`config.mk`:
```
export PLATFORM = sky130hd
export DESIGN_NAME = pipe_hazard_ctrl_flat
export DESIGN_NICKNAME = d
export VERILOG_FILES = /design/src/rtl/pipe_hazard_ctrl_if.sv /design/src/rtl/pipe_hazard_ctrl.sv /design/src/flat_wrapper.sv
export SDC_FILE = /design/constraint.sdc
export NUM_CORES = 1
export LEC_CHECK = 0
export ABC_AREA = 1
export CAP_MARGIN = 25
export CORE_ASPECT_RATIO = 1.4
export CORE_MARGIN = 1.5
export CORE_UTILIZATION = 50
export CTS_BUF_LIST = sky130_fd_sc_hd__clkbuf_16
export DETAILED_ROUTE_END_ITERATION = 7
export GPL_ROUTABILITY_DRIVEN = 0
export MAX_ROUTING_LAYER = met4
export PLACE_DENSITY = 0.85
export SETUP_SLACK_MARGIN = 0.3
export SLEW_MARGIN = 30
export SYNTH_ARGS = -nofsm -noshare
export SYNTH_HDL_FRONTEND = slang
export SYNTH_SLANG_ARGS = --single-unit
```
`constraint.sdc`:
```
create_clock -name clk -period 2.82 [get_ports clk]
set_input_delay 0.846 -clock clk [delete_from_list [all_inputs] [get_ports clk]]
set_output_delay 0.846 -clock clk [all_outputs]
set_load 0.03 [all_outputs]
```
`src/rtl/pipe_hazard_ctrl_if.sv`:
```
// Hazard-control bus between the ARM pipeline stage registers and pipe_hazard_ctrl.
// The master side (the controller) samples pipeline status and drives the clear/freeze controls.
interface pipe_hazard_ctrl_if #(
  parameter int unsigned CNT_W = 16
);
  logic [3:0]       src1;
  logic [3:0]       src2;
  logic             two_src;
  logic [3:0]       exe_dest;
  logic             exe_wb_en;
  logic             exe_mem_r_en;
  logic [3:0]       mem_dest;
  logic             mem_wb_en;
  logic             branch_taken;
  logic             mem_req;
  logic             mem_ready;
  logic             if_freeze;
  logic             if_flush;
  logic             id_clr;
  logic             back_freeze;
  logic             mem_err;
  logic [CNT_W-1:0] stall_cnt;
  logic [CNT_W-1:0] flush_cnt;

  modport master (
    input  src1, src2, two_src, exe_dest, exe_wb_en, exe_mem_r_en,
           mem_dest, mem_wb_en, branch_taken, mem_req, mem_ready,
    output if_freeze, if_flush, id_clr, back_freeze, mem_err,
           stall_cnt, flush_cnt
  );

  modport slave (
    output src1, src2, two_src, exe_dest, exe_wb_en, exe_mem_r_en,
           mem_dest, mem_wb_en, branch_taken, mem_req, mem_ready,
    input  if_freeze, if_flush, id_clr, back_freeze, mem_err,
           stall_cnt, flush_cnt
  );
endinterface

```
`src/rtl/pipe_hazard_ctrl.sv`:
```
// Pipeline hazard controller: RAW stalls, branch flushes, data-memory wait/timeout, perf counters.
// Optional macro FORWARDING_EN reduces RAW detection to the EXE load-use case.
module pipe_hazard_ctrl #(
  parameter int unsigned MEM_TIMEOUT = 64,
  parameter int unsigned CNT_W       = 16
) (
  input  logic                clk,
  input  logic                rst,
  pipe_hazard_ctrl_if.master  hz
);

  localparam int unsigned WAIT_W = $clog2(MEM_TIMEOUT + 1);

  typedef enum logic [1:0] {
    RUN      = 2'd0,
    MEM_WAIT = 2'd1,
    ERR      = 2'd2
  } state_e;

  state_e             state_q, state_d;
  logic [WAIT_W-1:0]  wait_q, wait_d;
  logic [CNT_W-1:0]   stall_q, stall_d;
  logic [CNT_W-1:0]   flush_q, flush_d;
  logic               raw_hit;
  logic               if_freeze, if_flush, id_clr, back_freeze;

`ifdef FORWARDING_EN
  logic unused_mem_fwd;
  assign unused_mem_fwd = ^{hz.mem_dest, hz.mem_wb_en};
  assign raw_hit = hz.exe_mem_r_en && hz.exe_wb_en &&
                   ((hz.exe_dest == hz.src1) || (hz.two_src && (hz.exe_dest == hz.src2)));
`else
  logic unused_load_flag;
  assign unused_load_flag = hz.exe_mem_r_en;
  assign raw_hit = (hz.exe_wb_en && (hz.exe_dest == hz.src1)) ||
                   (hz.two_src && hz.exe_wb_en && (hz.exe_dest == hz.src2)) ||
                   (hz.mem_wb_en && (hz.mem_dest == hz.src1)) ||
                   (hz.two_src && hz.mem_wb_en && (hz.mem_dest == hz.src2));
`endif

  always_comb begin
    state_d     = state_q;
    wait_d      = wait_q;
    stall_d     = stall_q;
    flush_d     = flush_q;
    if_freeze   = 1'b0;
    if_flush    = 1'b0;
    id_clr      = 1'b0;
    back_freeze = 1'b0;
    case (state_q)
      RUN: begin
        if (hz.mem_req && !hz.mem_ready) begin
          if_freeze   = 1'b1;
          back_freeze = 1'b1;
          state_d     = MEM_WAIT;
          wait_d      = WAIT_W'(1);
        end else if (hz.branch_taken) begin
          if_flush = 1'b1;
          id_clr   = 1'b1;
          flush_d  = (&flush_q) ? flush_q : flush_q + CNT_W'(1);
        end else if (raw_hit) begin
          if_freeze = 1'b1;
          id_clr    = 1'b1;
          stall_d   = (&stall_q) ? stall_q : stall_q + CNT_W'(1);
        end
      end
      MEM_WAIT: begin
        if_freeze   = 1'b1;
        back_freeze = 1'b1;
        if (hz.mem_ready) begin
          state_d = RUN;
          wait_d  = '0;
        end else begin
          wait_d = wait_q + WAIT_W'(1);
          if (wait_d == WAIT_W'(MEM_TIMEOUT)) state_d = ERR;
        end
      end
      ERR: begin
        if_freeze   = 1'b1;
        back_freeze = 1'b1;
      end
      default: state_d = RUN;
    endcase
  end

  always_ff @(posedge clk or negedge rst) begin
    if (!rst) begin
      state_q <= RUN;
      wait_q  <= '0;
      stall_q <= '0;
      flush_q <= '0;
    end else begin
      state_q <= state_d;
      wait_q  <= wait_d;
      stall_q <= stall_d;
      flush_q <= flush_d;
    end
  end

  // Controls are combinational from live inputs, so mask them while reset is held.
  assign hz.if_freeze   = if_freeze   & rst;
  assign hz.if_flush    = if_flush    & rst;
  assign hz.id_clr      = id_clr      & rst;
  assign hz.back_freeze = back_freeze & rst;
  assign hz.mem_err     = (state_q == ERR);
  assign hz.stall_cnt   = stall_q;
  assign hz.flush_cnt   = flush_q;

endmodule

```
`src/flat_wrapper.sv`:
```
// flat-port wrapper written by rule: the top's interface ports become plain ports
module pipe_hazard_ctrl_flat 
#(
  parameter int unsigned MEM_TIMEOUT = 64,
  parameter int unsigned CNT_W       = 16
)
  (clk, rst, hz_src1, hz_src2, hz_two_src, hz_exe_dest, hz_exe_wb_en, hz_exe_mem_r_en, hz_mem_dest, hz_mem_wb_en, hz_branch_taken, hz_mem_req, hz_mem_ready, hz_if_freeze, hz_if_flush, hz_id_clr, hz_back_freeze, hz_mem_err, hz_stall_cnt, hz_flush_cnt);
  pipe_hazard_ctrl_if #(.CNT_W(CNT_W)) hz_i ();
  input  logic clk;
  input  logic rst;
  input wire logic [$bits(hz_i.src1)-1:0] hz_src1;
  input wire logic [$bits(hz_i.src2)-1:0] hz_src2;
  input wire logic [$bits(hz_i.two_src)-1:0] hz_two_src;
  input wire logic [$bits(hz_i.exe_dest)-1:0] hz_exe_dest;
  input wire logic [$bits(hz_i.exe_wb_en)-1:0] hz_exe_wb_en;
  input wire logic [$bits(hz_i.exe_mem_r_en)-1:0] hz_exe_mem_r_en;
  input wire logic [$bits(hz_i.mem_dest)-1:0] hz_mem_dest;
  input wire logic [$bits(hz_i.mem_wb_en)-1:0] hz_mem_wb_en;
  input wire logic [$bits(hz_i.branch_taken)-1:0] hz_branch_taken;
  input wire logic [$bits(hz_i.mem_req)-1:0] hz_mem_req;
  input wire logic [$bits(hz_i.mem_ready)-1:0] hz_mem_ready;
  output wire logic [$bits(hz_i.if_freeze)-1:0] hz_if_freeze;
  output wire logic [$bits(hz_i.if_flush)-1:0] hz_if_flush;
  output wire logic [$bits(hz_i.id_clr)-1:0] hz_id_clr;
  output wire logic [$bits(hz_i.back_freeze)-1:0] hz_back_freeze;
  output wire logic [$bits(hz_i.mem_err)-1:0] hz_mem_err;
  output wire logic [$bits(hz_i.stall_cnt)-1:0] hz_stall_cnt;
  output wire logic [$bits(hz_i.flush_cnt)-1:0] hz_flush_cnt;
  assign hz_i.src1 = hz_src1;
  assign hz_i.src2 = hz_src2;
  assign hz_i.two_src = hz_two_src;
  assign hz_i.exe_dest = hz_exe_dest;
  assign hz_i.exe_wb_en = hz_exe_wb_en;
  assign hz_i.exe_mem_r_en = hz_exe_mem_r_en;
  assign hz_i.mem_dest = hz_mem_dest;
  assign hz_i.mem_wb_en = hz_mem_wb_en;
  assign hz_i.branch_taken = hz_branch_taken;
  assign hz_i.mem_req = hz_mem_req;
  assign hz_i.mem_ready = hz_mem_ready;
  assign hz_if_freeze = hz_i.if_freeze;
  assign hz_if_flush = hz_i.if_flush;
  assign hz_id_clr = hz_i.id_clr;
  assign hz_back_freeze = hz_i.back_freeze;
  assign hz_mem_err = hz_i.mem_err;
  assign hz_stall_cnt = hz_i.stall_cnt;
  assign hz_flush_cnt = hz_i.flush_cnt;
  pipe_hazard_ctrl #(.MEM_TIMEOUT(MEM_TIMEOUT), .CNT_W(CNT_W)) u_core (.clk(clk), .rst(rst), .hz(hz_i));
endmodule
```
Figure 1. M1 wires.
Cells faint in the background.
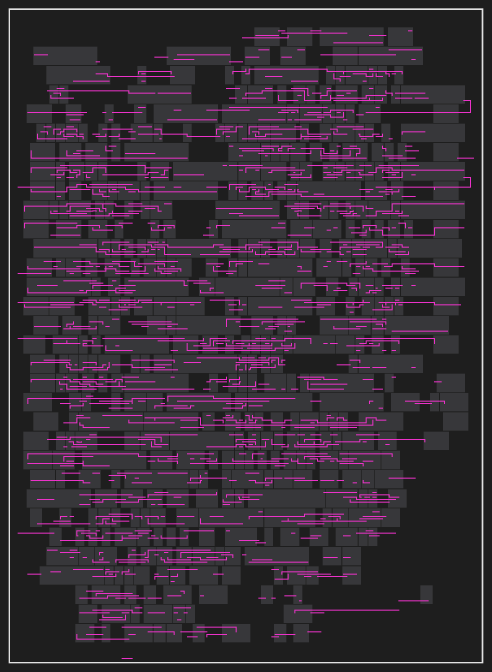
- longest straight run: 24.4 um
- nets with wire on the layer: 442
- main direction: horizontal
- wire length on this layer: 2810 um

Figure 2. The metal 2 layer.
The bar under the picture is 20 um long.
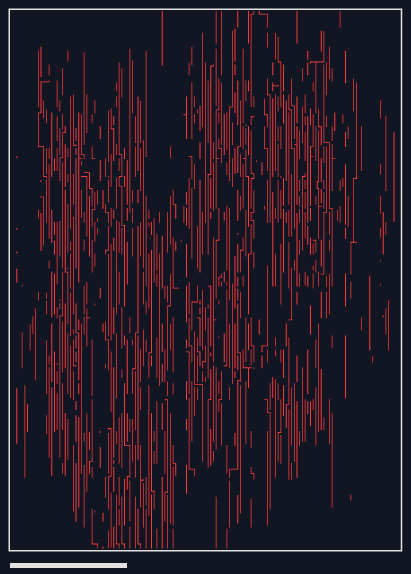
- wire length on this layer: 4040 um
- longest straight run: 28.9 um
- nets with wire on the layer: 432
- share of all routed wire: 55%
- main direction: vertical

==> Slide: Implementation Results <==
Implementation Results

Pwr
  – Internal Pwr Total: 1.625 mW
  – Worst IR drop on VDD: around 0.70 mV
  – Flop pwr share: between 30% and 40%

Setup path
  – Max FO, Critical Path: 3
  – Reg-to-reg startpoint: u_core.state_q[0]
  – Crit path DAT: 1.88 ns
  – Critical path's most frequent cell: nand2_2

Synth
  – Yosys cell count: between 300 and 400
  – Top cells, area: dfrtp_1 (36%), nand2_1 (16%), nand3_1 (6.5%)
  – Top area contributor share: 36.12%
  – Mux share: 0%
  – Cell with the most instances after synthesis: nand2_1
  – Ao+oa area frac: around 3.6%
  – Yosys simple share: between 30 and 40%
  – Avg Synthesized Cell Area: between 7 and 8 um2
  – Number of enable flip-flop cells: 0

Global routing
  – Vias in the first global route: between 2000 and 3000
  – Remaining global-route overflow: 0

Clocking
  – Longest Clk Path Bufs: 2
  – Clk pin slew, worst setup/hold paths: 0.06 ns

Placed design
  – Area after DPL: ~3600 um2
  – Dpl cells: between 500 and 600

Finish
  – Synth-to-layout area growth: 36.17%
  – Final Instance Area: a little under 4000 um2

Min path
  – Min-delay src: u_core.state_q[1]

Route
  – Drt via density: 5.229
  – DR iter-0 viols: approximately 130

Status
  – Outcome: completed

Floorplanning
  – IO Pins: 62
  – Vert. Die Dim: between 90 and 100 um
Figure 3. Signal wires on met3.
The bar under the picture is 20 um long.
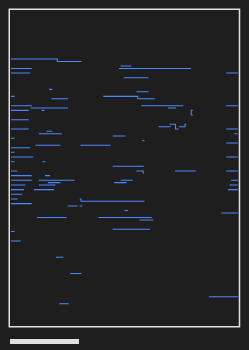
- nets with wire on the layer: 67
- wire length on this layer: 372 um
- main direction: horizontal

Figure 4. Metal 4.
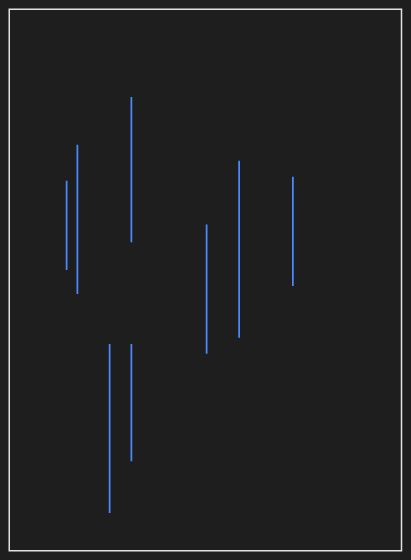
- share of all routed wire: 2.5%
- main direction: vertical
- longest straight run: 29.9 um
- wire length on this layer: 183 um

-- power groups by stage --
stage          Combinational [mW]  Sequential, mW  Clock, mW
2_1_floorplan               0.574           0.958          0
3_3_place_gp                 1.09           0.843          0
3_5_place_dp                 1.12           0.849          0
4_1_cts                      1.20           0.841      0.644
5_1_grt                      1.37           0.861      0.672
6_report                     1.27           0.844      0.639
-- worst max path at each step --
stage,from,cells past startpoint,to
after floorplan,hz_exe_dest[2],9,hz_if_freeze
after global placement,hz_exe_dest[2],8,hz_id_clr
after detailed placement,hz_src2[0],10,hz_if_freeze
after CTS,hz_src2[2],10,hz_if_freeze
after global routing,hz_src2[2],10,hz_if_freeze
final,hz_mem_dest[3],12,hz_if_freeze
-- cell usage in the layout (no fill, tap or decap), drive strengths merged, types with 2 or more instances in the layout --
cell type	instances
clkbuf	13
nor2	35
nand3	38
o22ai	2
inv	53
clkdlybuf4s50	35
nand3b	2
dfrtp	41
buf	38
xor2	21
xnor2	15
or2	2
nand4	11
nand2	125
o21ai	12
nor3	18
a21oi	3
ha	8
-- routing by layer --
| layer | wire, um | global-route usage, % | vias to the layer above |
|---|---|---|---|
| met5 | 0 | - | - |
| met4 | 182 | 9.354 | 0 |
| met3 | 371 | 3.926 | 17 |
| met2 | 4035 | 47.92 | 108 |
| met1 | 2814 | 29.50 | 1327 |
| li1 | - | - | 1408 |
-- sequential cells by signal, indices dropped and copies added, names as in the netlist --
| signal | cells |
|---|---|
| u_core.hz.flush_cnt | 16 |
| u_core.hz.stall_cnt | 16 |
| u_core.state_q | 2 |
| u_core.wait_q | 7 |
-- tightest hold or removal path: cells and delay by family (launching register included) --
| kind | cells | cell delay, ns |
|---|---|---|
| DFF | 1 | 0.39 |
| and+or+nand+nor | 2 | 0.12 |
-- cell type report --
class / instances / area (um2)
clock buffers: 5 / 125.1
clock inverters: 3 / 37.54
fillers: 467 / 1618
inverters: 52 / 195.2
multi-input cells: 296 / 1680
flip-flops and latches: 41 / 1026
well taps: 68 / 85.08
repair buffers: 82 / 718.2
-- repair_timing --
| item | in CTS | in global routing |
|---|---|---|
| setup endpoints to repair | 4 | 5 |
| resized | 84 | 32 |
| buffers inserted | 5 | 5 |
| pin swaps | 26 | 27 |
| gates cloned | 0 | 0 |
-- cells by family after synthesis --
| kind of cell | Yosys count |
|---|---|
| AND-OR/OR-AND | 19 |
| adder cells (fa/ha/maj) | 8 |
| AND/OR/NAND/NOR | 233 |
| flip-flops | 41 |
| XOR/XNOR | 36 |
| buffers and inverters | 57 |
Power is estimated from default activity; no workload was simulated.
